`config.mk`:
```
export PLATFORM = sky130hd
export DESIGN_NAME = vck190_axil_responder_flat
export DESIGN_NICKNAME = d
export VERILOG_FILES = /design/src/rtl/vck190_tester_pkg.sv /design/src/rtl/vck190_axil_responder_if.sv /design/src/rtl/vck190_axil_responder_wr_join.sv /design/src/rtl/vck190_axil_responder.sv /design/src/flat_wrapper.sv
export SDC_FILE = /design/constraint.sdc
export NUM_CORES = 1
export LEC_CHECK = 0
export CAP_MARGIN = 20
export CORE_ASPECT_RATIO = 0.6
export CORE_MARGIN = 4
export CORE_UTILIZATION = 45
export CTS_BUF_LIST = sky130_fd_sc_hd__clkbuf_8
export CTS_CLUSTER_SIZE = 16
export DETAILED_ROUTE_END_ITERATION = 8
export PLACE_DENSITY_LB_ADDON = 0.2
export SETUP_SLACK_MARGIN = 0.05
export SLEW_MARGIN = 5
export SYNTH_ARGS = -nofsm -noshare
export SYNTH_HDL_FRONTEND = slang
export SYNTH_SLANG_ARGS = --single-unit
```
`constraint.sdc`:
```
create_clock -name PCIE_user_Clk -period 5.01 [get_ports PCIE_user_Clk]
set_input_delay 1.503 -clock PCIE_user_Clk [delete_from_list [all_inputs] [get_ports PCIE_user_Clk]]
set_output_delay 1.503 -clock PCIE_user_Clk [all_outputs]
set_load 0.1 [all_outputs]
```
`src/rtl/vck190_tester_pkg.sv`:
```
// Shared constants for the VCK190 tester register window.
// Covers the register offsets, the AXI response codes and the byte-strobe merge helper.
package vck190_tester_pkg;

    localparam logic [11:0] OFF_ID      = 12'h000;
    localparam logic [11:0] OFF_CTRL    = 12'h004;
    localparam logic [11:0] OFF_STATUS  = 12'h008;
    localparam logic [11:0] OFF_CYC_LO  = 12'h00C;
    localparam logic [11:0] OFF_CYC_HI  = 12'h010;
    localparam logic [11:0] OFF_SCR0    = 12'h020;
    localparam logic [11:0] OFF_SCR1    = 12'h024;
    localparam logic [11:0] OFF_SCR2    = 12'h028;
    localparam logic [11:0] OFF_SCR3    = 12'h02C;

    localparam logic [31:0] DEAD_BEEF   = 32'hDEAD_BEEF;

    typedef enum logic [1:0] {
        RespOkay   = 2'b00,
        RespSlverr = 2'b10
    } axi_resp_e;

    function automatic logic [31:0] apply_strb(input logic [31:0] old_val,
                                               input logic [31:0] new_val,
                                               input logic [3:0]  strb);
        logic [31:0] res;
        res = old_val;
        for (int b = 0; b < 4; b++) begin
            if (strb[b]) res[8*b +: 8] = new_val[8*b +: 8];
        end
        return res;
    endfunction

endpackage

```
`src/rtl/vck190_axil_responder_if.sv`:
```
// AXI4-Lite bundle between the CPM master path and the tester register window.
interface vck190_axil_responder_if #(
    parameter int unsigned ADDR_W = 12
) ();
    logic [ADDR_W-1:0] awaddr;
    logic              awvalid;
    logic              awready;
    logic [31:0]       wdata;
    logic [3:0]        wstrb;
    logic              wvalid;
    logic              wready;
    logic [1:0]        bresp;
    logic              bvalid;
    logic              bready;
    logic [ADDR_W-1:0] araddr;
    logic              arvalid;
    logic              arready;
    logic [31:0]       rdata;
    logic [1:0]        rresp;
    logic              rvalid;
    logic              rready;

    modport master (
        output awaddr, awvalid, input awready,
        output wdata, wstrb, wvalid, input wready,
        input  bresp, bvalid, output bready,
        output araddr, arvalid, input arready,
        input  rdata, rresp, rvalid, output rready
    );

    modport slave (
        input  awaddr, awvalid, output awready,
        input  wdata, wstrb, wvalid, output wready,
        output bresp, bvalid, input bready,
        input  araddr, arvalid, output arready,
        output rdata, rresp, rvalid, input rready
    );
endinterface

```
`src/rtl/vck190_axil_responder_wr_join.sv`:
```
// Independent AW and W capture buffers that join into a single write-commit strobe.
// A channel arriving in the commit cycle bypasses its buffer, so an aligned AW+W commits at once.
module axil_wr_join
    import vck190_tester_pkg::*;
#(
    parameter int unsigned ADDR_W = 12
) (
    input  logic              i_clk,
    input  logic              i_rst_n,
    input  logic [ADDR_W-1:0] i_awaddr,
    input  logic              i_awvalid,
    output logic              o_awready,
    input  logic [31:0]       i_wdata,
    input  logic [3:0]        i_wstrb,
    input  logic              i_wvalid,
    output logic              o_wready,
    input  logic              i_b_busy,
    output logic              o_commit,
    output logic [ADDR_W-1:0] o_addr,
    output logic [31:0]       o_data,
    output logic [3:0]        o_strb
);

    logic              r_aw_full;
    logic [ADDR_W-1:0] r_aw_addr;
    logic              r_w_full;
    logic [31:0]       r_w_data;
    logic [3:0]        r_w_strb;
    logic              r_awready;
    logic              r_wready;

    logic w_aw_hs;
    logic w_w_hs;
    logic w_aw_have;
    logic w_w_have;
    logic w_aw_full_next;
    logic w_w_full_next;

    assign w_aw_hs   = i_awvalid & r_awready;
    assign w_w_hs    = i_wvalid & r_wready;
    assign w_aw_have = r_aw_full | w_aw_hs;
    assign w_w_have  = r_w_full | w_w_hs;

    assign o_commit  = w_aw_have & w_w_have & ~i_b_busy;
    assign o_addr    = r_aw_full ? r_aw_addr : i_awaddr;
    assign o_data    = r_w_full ? r_w_data : i_wdata;
    assign o_strb    = r_w_full ? r_w_strb : i_wstrb;

    assign w_aw_full_next = w_aw_have & ~o_commit;
    assign w_w_full_next  = w_w_have & ~o_commit;

    assign o_awready = r_awready;
    assign o_wready  = r_wready;

    // Ready flops are registered copies of "buffer empty next cycle" so they stay low in reset.
    always_ff @(posedge i_clk or negedge i_rst_n) begin
        if (!i_rst_n) begin
            r_aw_full <= 1'b0;
            r_aw_addr <= '0;
            r_w_full  <= 1'b0;
            r_w_data  <= '0;
            r_w_strb  <= '0;
            r_awready <= 1'b0;
            r_wready  <= 1'b0;
        end else begin
            r_aw_full <= w_aw_full_next;
            r_w_full  <= w_w_full_next;
            r_awready <= ~w_aw_full_next;
            r_wready  <= ~w_w_full_next;
            if (w_aw_hs) r_aw_addr <= i_awaddr;
            if (w_w_hs) begin
                r_w_data <= i_wdata;
                r_w_strb <= i_wstrb;
            end
        end
    end

endmodule

```
`src/rtl/vck190_axil_responder.sv`:
```
// AXI4-Lite control/status window for the VCK190 tester on the PCIe user clock.
// Holds ID, CTRL, sticky STATUS, a 64-bit cycle counter with coherent HI shadow and scratch.
module vck190_axil_responder
    import vck190_tester_pkg::*;
#(
    parameter int unsigned ADDR_W   = 12,
    parameter logic [31:0] ID_VALUE = 32'h1900_0001
) (
    input  logic                   PCIE_user_Clk,
    input  logic                   PCIE_user_Rst_n,
    vck190_axil_responder_if.slave s_axil,
    output logic                   ctrl_start_o,
    output logic                   ctrl_enable_o,
    input  logic                   tst_busy_i,
    input  logic                   tst_done_i
);

    logic [63:0] r_cycle;
    logic [31:0] r_cyc_shadow;
    logic [31:0] r_scratch [4];
    logic        r_enable;
    logic        r_start;
    logic        r_done;
    logic        r_bvalid;
    logic [1:0]  r_bresp;
    logic        r_arready;
    logic        r_rvalid;
    logic [31:0] r_rdata;
    logic [1:0]  r_rresp;

    logic              w_commit;
    logic [ADDR_W-1:0] w_wr_addr;
    logic [31:0]       w_wr_data;
    logic [3:0]        w_wr_strb;
    logic [11:0]       w_wr_off;
    logic [11:0]       w_rd_off;
    axi_resp_e         w_wr_resp;
    logic              w_sel_ctrl;
    logic              w_sel_status;
    logic [3:0]        w_sel_scr;
    logic              w_done_clr;
    logic              w_ar_hs;
    logic              w_rvalid_next;
    logic [31:0]       w_rd_data;
    axi_resp_e         w_rd_resp;
    logic              w_unused;

    axil_wr_join #(
        .ADDR_W (ADDR_W)
    ) u_wr_join (
        .i_clk     (PCIE_user_Clk),
        .i_rst_n   (PCIE_user_Rst_n),
        .i_awaddr  (s_axil.awaddr),
        .i_awvalid (s_axil.awvalid),
        .o_awready (s_axil.awready),
        .i_wdata   (s_axil.wdata),
        .i_wstrb   (s_axil.wstrb),
        .i_wvalid  (s_axil.wvalid),
        .o_wready  (s_axil.wready),
        .i_b_busy  (r_bvalid),
        .o_commit  (w_commit),
        .o_addr    (w_wr_addr),
        .o_data    (w_wr_data),
        .o_strb    (w_wr_strb)
    );

    assign w_wr_off = {w_wr_addr[11:2], 2'b00};
    assign w_rd_off = {s_axil.araddr[11:2], 2'b00};
    assign w_unused = ^{w_wr_addr[1:0], s_axil.araddr[1:0]};

    always_comb begin
        w_wr_resp    = RespOkay;
        w_sel_ctrl   = 1'b0;
        w_sel_status = 1'b0;
        w_sel_scr    = 4'b0000;
        case (w_wr_off)
            OFF_ID, OFF_CYC_LO, OFF_CYC_HI: ;
            OFF_CTRL:   w_sel_ctrl   = 1'b1;
            OFF_STATUS: w_sel_status = 1'b1;
            OFF_SCR0:   w_sel_scr    = 4'b0001;
            OFF_SCR1:   w_sel_scr    = 4'b0010;
            OFF_SCR2:   w_sel_scr    = 4'b0100;
            OFF_SCR3:   w_sel_scr    = 4'b1000;
            default:    w_wr_resp    = RespSlverr;
        endcase
    end

    // Set wins over a same-cycle W1C clear.
    assign w_done_clr = w_commit & w_sel_status & w_wr_strb[0] & w_wr_data[1];

    always_ff @(posedge PCIE_user_Clk or negedge PCIE_user_Rst_n) begin
        if (!PCIE_user_Rst_n) begin
            r_cycle      <= '0;
            r_cyc_shadow <= '0;
            r_enable     <= 1'b0;
            r_start      <= 1'b0;
            r_done       <= 1'b0;
            for (int i = 0; i < 4; i++) r_scratch[i] <= '0;
        end else begin
            r_cycle <= r_cycle + 64'd1;
            r_start <= w_commit & w_sel_ctrl & w_wr_strb[0] & w_wr_data[0];
            r_done  <= tst_done_i | (r_done & ~w_done_clr);
            if (w_commit && w_sel_ctrl && w_wr_strb[0]) r_enable <= w_wr_data[1];
            for (int i = 0; i < 4; i++) begin
                if (w_commit && w_sel_scr[i]) begin
                    r_scratch[i] <= apply_strb(r_scratch[i], w_wr_data, w_wr_strb);
                end
            end
            if (w_ar_hs && (w_rd_off == OFF_CYC_LO)) r_cyc_shadow <= r_cycle[63:32];
        end
    end

    assign ctrl_start_o  = r_start;
    assign ctrl_enable_o = r_enable;

    always_ff @(posedge PCIE_user_Clk or negedge PCIE_user_Rst_n) begin
        if (!PCIE_user_Rst_n) begin
            r_bvalid <= 1'b0;
            r_bresp  <= 2'b00;
        end else if (w_commit) begin
            r_bvalid <= 1'b1;
            r_bresp  <= w_wr_resp;
        end else if (r_bvalid && s_axil.bready) begin
            r_bvalid <= 1'b0;
        end
    end

    assign s_axil.bvalid = r_bvalid;
    assign s_axil.bresp  = r_bresp;

    // Read mux samples pre-commit state, so a same-cycle write is not visible yet.
    always_comb begin
        w_rd_data = DEAD_BEEF;
        w_rd_resp = RespSlverr;
        case (w_rd_off)
            OFF_ID:     begin w_rd_data = ID_VALUE;                        w_rd_resp = RespOkay; end
            OFF_CTRL:   begin w_rd_data = {30'd0, r_enable, 1'b0};         w_rd_resp = RespOkay; end
            OFF_STATUS: begin w_rd_data = {30'd0, r_done, tst_busy_i};     w_rd_resp = RespOkay; end
            OFF_CYC_LO: begin w_rd_data = r_cycle[31:0];                   w_rd_resp = RespOkay; end
            OFF_CYC_HI: begin w_rd_data = r_cyc_shadow;                    w_rd_resp = RespOkay; end
            OFF_SCR0:   begin w_rd_data = r_scratch[0];                    w_rd_resp = RespOkay; end
            OFF_SCR1:   begin w_rd_data = r_scratch[1];                    w_rd_resp = RespOkay; end
            OFF_SCR2:   begin w_rd_data = r_scratch[2];                    w_rd_resp = RespOkay; end
            OFF_SCR3:   begin w_rd_data = r_scratch[3];                    w_rd_resp = RespOkay; end
            default: ;
        endcase
    end

    assign w_ar_hs       = s_axil.arvalid & r_arready;
    assign w_rvalid_next = w_ar_hs | (r_rvalid & ~s_axil.rready);

    always_ff @(posedge PCIE_user_Clk or negedge PCIE_user_Rst_n) begin
        if (!PCIE_user_Rst_n) begin
            r_arready <= 1'b0;
            r_rvalid  <= 1'b0;
            r_rdata   <= '0;
            r_rresp   <= 2'b00;
        end else begin
            r_arready <= ~w_rvalid_next;
            r_rvalid  <= w_rvalid_next;
            if (w_ar_hs) begin
                r_rdata <= w_rd_data;
                r_rresp <= w_rd_resp;
            end
        end
    end

    assign s_axil.arready = r_arready;
    assign s_axil.rvalid  = r_rvalid;
    assign s_axil.rdata   = r_rdata;
    assign s_axil.rresp   = r_rresp;

endmodule

```
`src/flat_wrapper.sv`:
```
// flat-port wrapper written by rule: the top's interface ports become plain ports
module vck190_axil_responder_flat import vck190_tester_pkg::*;
#(
    parameter int unsigned ADDR_W   = 12,
    parameter logic [31:0] ID_VALUE = 32'h1900_0001
)
  (PCIE_user_Clk, PCIE_user_Rst_n, ctrl_start_o, ctrl_enable_o, tst_busy_i, tst_done_i, s_axil_awaddr, s_axil_awvalid, s_axil_awready, s_axil_wdata, s_axil_wstrb, s_axil_wvalid, s_axil_wready, s_axil_bresp, s_axil_bvalid, s_axil_bready, s_axil_araddr, s_axil_arvalid, s_axil_arready, s_axil_rdata, s_axil_rresp, s_axil_rvalid, s_axil_rready);
  vck190_axil_responder_if #(.ADDR_W(ADDR_W)) s_axil_i ();
  input  logic PCIE_user_Clk;
  input  logic PCIE_user_Rst_n;
  output logic ctrl_start_o;
  output logic ctrl_enable_o;
  input  logic tst_busy_i;
  input  logic tst_done_i;
  input wire logic [$bits(s_axil_i.awaddr)-1:0] s_axil_awaddr;
  input wire logic [$bits(s_axil_i.awvalid)-1:0] s_axil_awvalid;
  output wire logic [$bits(s_axil_i.awready)-1:0] s_axil_awready;
  input wire logic [$bits(s_axil_i.wdata)-1:0] s_axil_wdata;
  input wire logic [$bits(s_axil_i.wstrb)-1:0] s_axil_wstrb;
  input wire logic [$bits(s_axil_i.wvalid)-1:0] s_axil_wvalid;
  output wire logic [$bits(s_axil_i.wready)-1:0] s_axil_wready;
  output wire logic [$bits(s_axil_i.bresp)-1:0] s_axil_bresp;
  output wire logic [$bits(s_axil_i.bvalid)-1:0] s_axil_bvalid;
  input wire logic [$bits(s_axil_i.bready)-1:0] s_axil_bready;
  input wire logic [$bits(s_axil_i.araddr)-1:0] s_axil_araddr;
  input wire logic [$bits(s_axil_i.arvalid)-1:0] s_axil_arvalid;
  output wire logic [$bits(s_axil_i.arready)-1:0] s_axil_arready;
  output wire logic [$bits(s_axil_i.rdata)-1:0] s_axil_rdata;
  output wire logic [$bits(s_axil_i.rresp)-1:0] s_axil_rresp;
  output wire logic [$bits(s_axil_i.rvalid)-1:0] s_axil_rvalid;
  input wire logic [$bits(s_axil_i.rready)-1:0] s_axil_rready;
  assign s_axil_i.awaddr = s_axil_awaddr;
  assign s_axil_i.awvalid = s_axil_awvalid;
  assign s_axil_awready = s_axil_i.awready;
  assign s_axil_i.wdata = s_axil_wdata;
  assign s_axil_i.wstrb = s_axil_wstrb;
  assign s_axil_i.wvalid = s_axil_wvalid;
  assign s_axil_wready = s_axil_i.wready;
  assign s_axil_bresp = s_axil_i.bresp;
  assign s_axil_bvalid = s_axil_i.bvalid;
  assign s_axil_i.bready = s_axil_bready;
  assign s_axil_i.araddr = s_axil_araddr;
  assign s_axil_i.arvalid = s_axil_arvalid;
  assign s_axil_arready = s_axil_i.arready;
  assign s_axil_rdata = s_axil_i.rdata;
  assign s_axil_rresp = s_axil_i.rresp;
  assign s_axil_rvalid = s_axil_i.rvalid;
  assign s_axil_i.rready = s_axil_rready;
  vck190_axil_responder #(.ADDR_W(ADDR_W), .ID_VALUE(ID_VALUE)) u_core (.PCIE_user_Clk(PCIE_user_Clk), .PCIE_user_Rst_n(PCIE_user_Rst_n), .s_axil(s_axil_i), .ctrl_start_o(ctrl_start_o), .ctrl_enable_o(ctrl_enable_o), .tst_busy_i(tst_busy_i), .tst_done_i(tst_done_i));
endmodule
```
Fig. 1: local utilization
Drawn at 2 px/um. 24 x 15 tiles, from dark blue (low) to red (high), 0 to 100% covered.
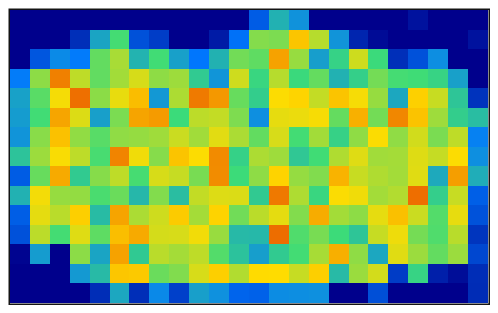
tiles over 75% full: 12%
nearly empty tiles: 13%
fullest tile: 88%

Fig. 2: nets reached from selected ports
Drawn at 1.5 px/um.
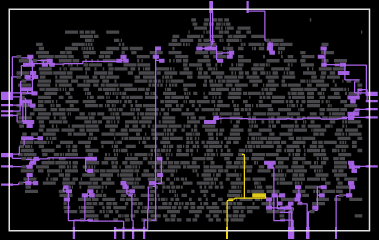
| color | port | bits | direction | edge | end cells | buffers | wire |
|---|---|---|---|---|---|---|---|
| purple | `s_axil_wdata` | 32 | input | 12 bottom, 11 left, 6 right, 3 top | 94 | 32 | 1500 um |
| yellow | `ctrl_enable_o` | 1 | output | bottom | 1 | 1 | 80.5 um |
Ports: 112
IO buf count: 105

Fig. 3: routing congestion
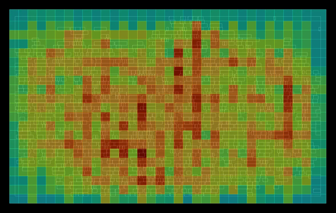
All-Layer GR Usage: 21.82%
M1 GR Usage: 33.26%
busiest grt layer: met1
grt met3 use: 4.747%
met2 Resource Use GR: 31.52%

Fig. 4: metal 4
Drawn at 2 px/um. Supply wires on this layer in gray.
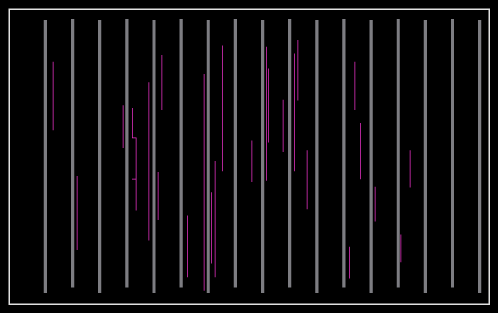
wire length on this layer: 954 um
main direction: vertical

[layout make-up]
| class | count | area [sq um] | share of cell area (%) |
|---|---|---|---|
| flip-flops and latches | 314 | 7861 | 45.79 |
| well taps | 416 | 520.5 | 3.032 |
| multi-input cells | 826 | 6294 | 36.66 |
| clock inverters | 18 | 135.1 | 0.7871 |
| clock buffers | 69 | 949.7 | 5.532 |
| inverters | 13 | 48.80 | 0.2842 |
| repair buffers | 140 | 1359 | 7.915 |
[routing by layer]
layer,track usage [%],wire length (um),vias up,share of wire [%]
li1,-,-,4686,-
met1,33.26,18610,5074,49
met2,31.52,16090,294,42
met3,4.747,2455,59,6.4
met4,6.031,954,0,2.5
met5,0,0,-,0
==> out/results.tsv <==
metric	value	unit
route.vias.total	10110	
ys_area	14430	sq um
ys.flops	314	
fp_util	45.95	%
power_top_consumer	registers	
synthAoiAreaFrac	8.635	%
cts_tree	done	
endpoint_kind	flip-flop	
cts_resized	0	
crit_family	simple AND/OR/NAND/NOR gates	
place_area	16080	sq um
drtAntennaViolNets	0	
worstSetupPathDepth	7	
cts.sinks	314	
edf_count	0	
layout_top_cell	dfrtp_1	
grt_pass1_wl	59840	um
max-slew-margin-rel	31.99	%
muxShareOfSynthArea	20.62	%
gp_congestion	0.8611	
ys_cells	1212	
comb_power_share	18.6	%
ff_type	dfrtp_1	
fin_crit_sh	74.22	%
status	completed	
r2r_end	u_core.r_cycle[63]	
drv_cap	0	
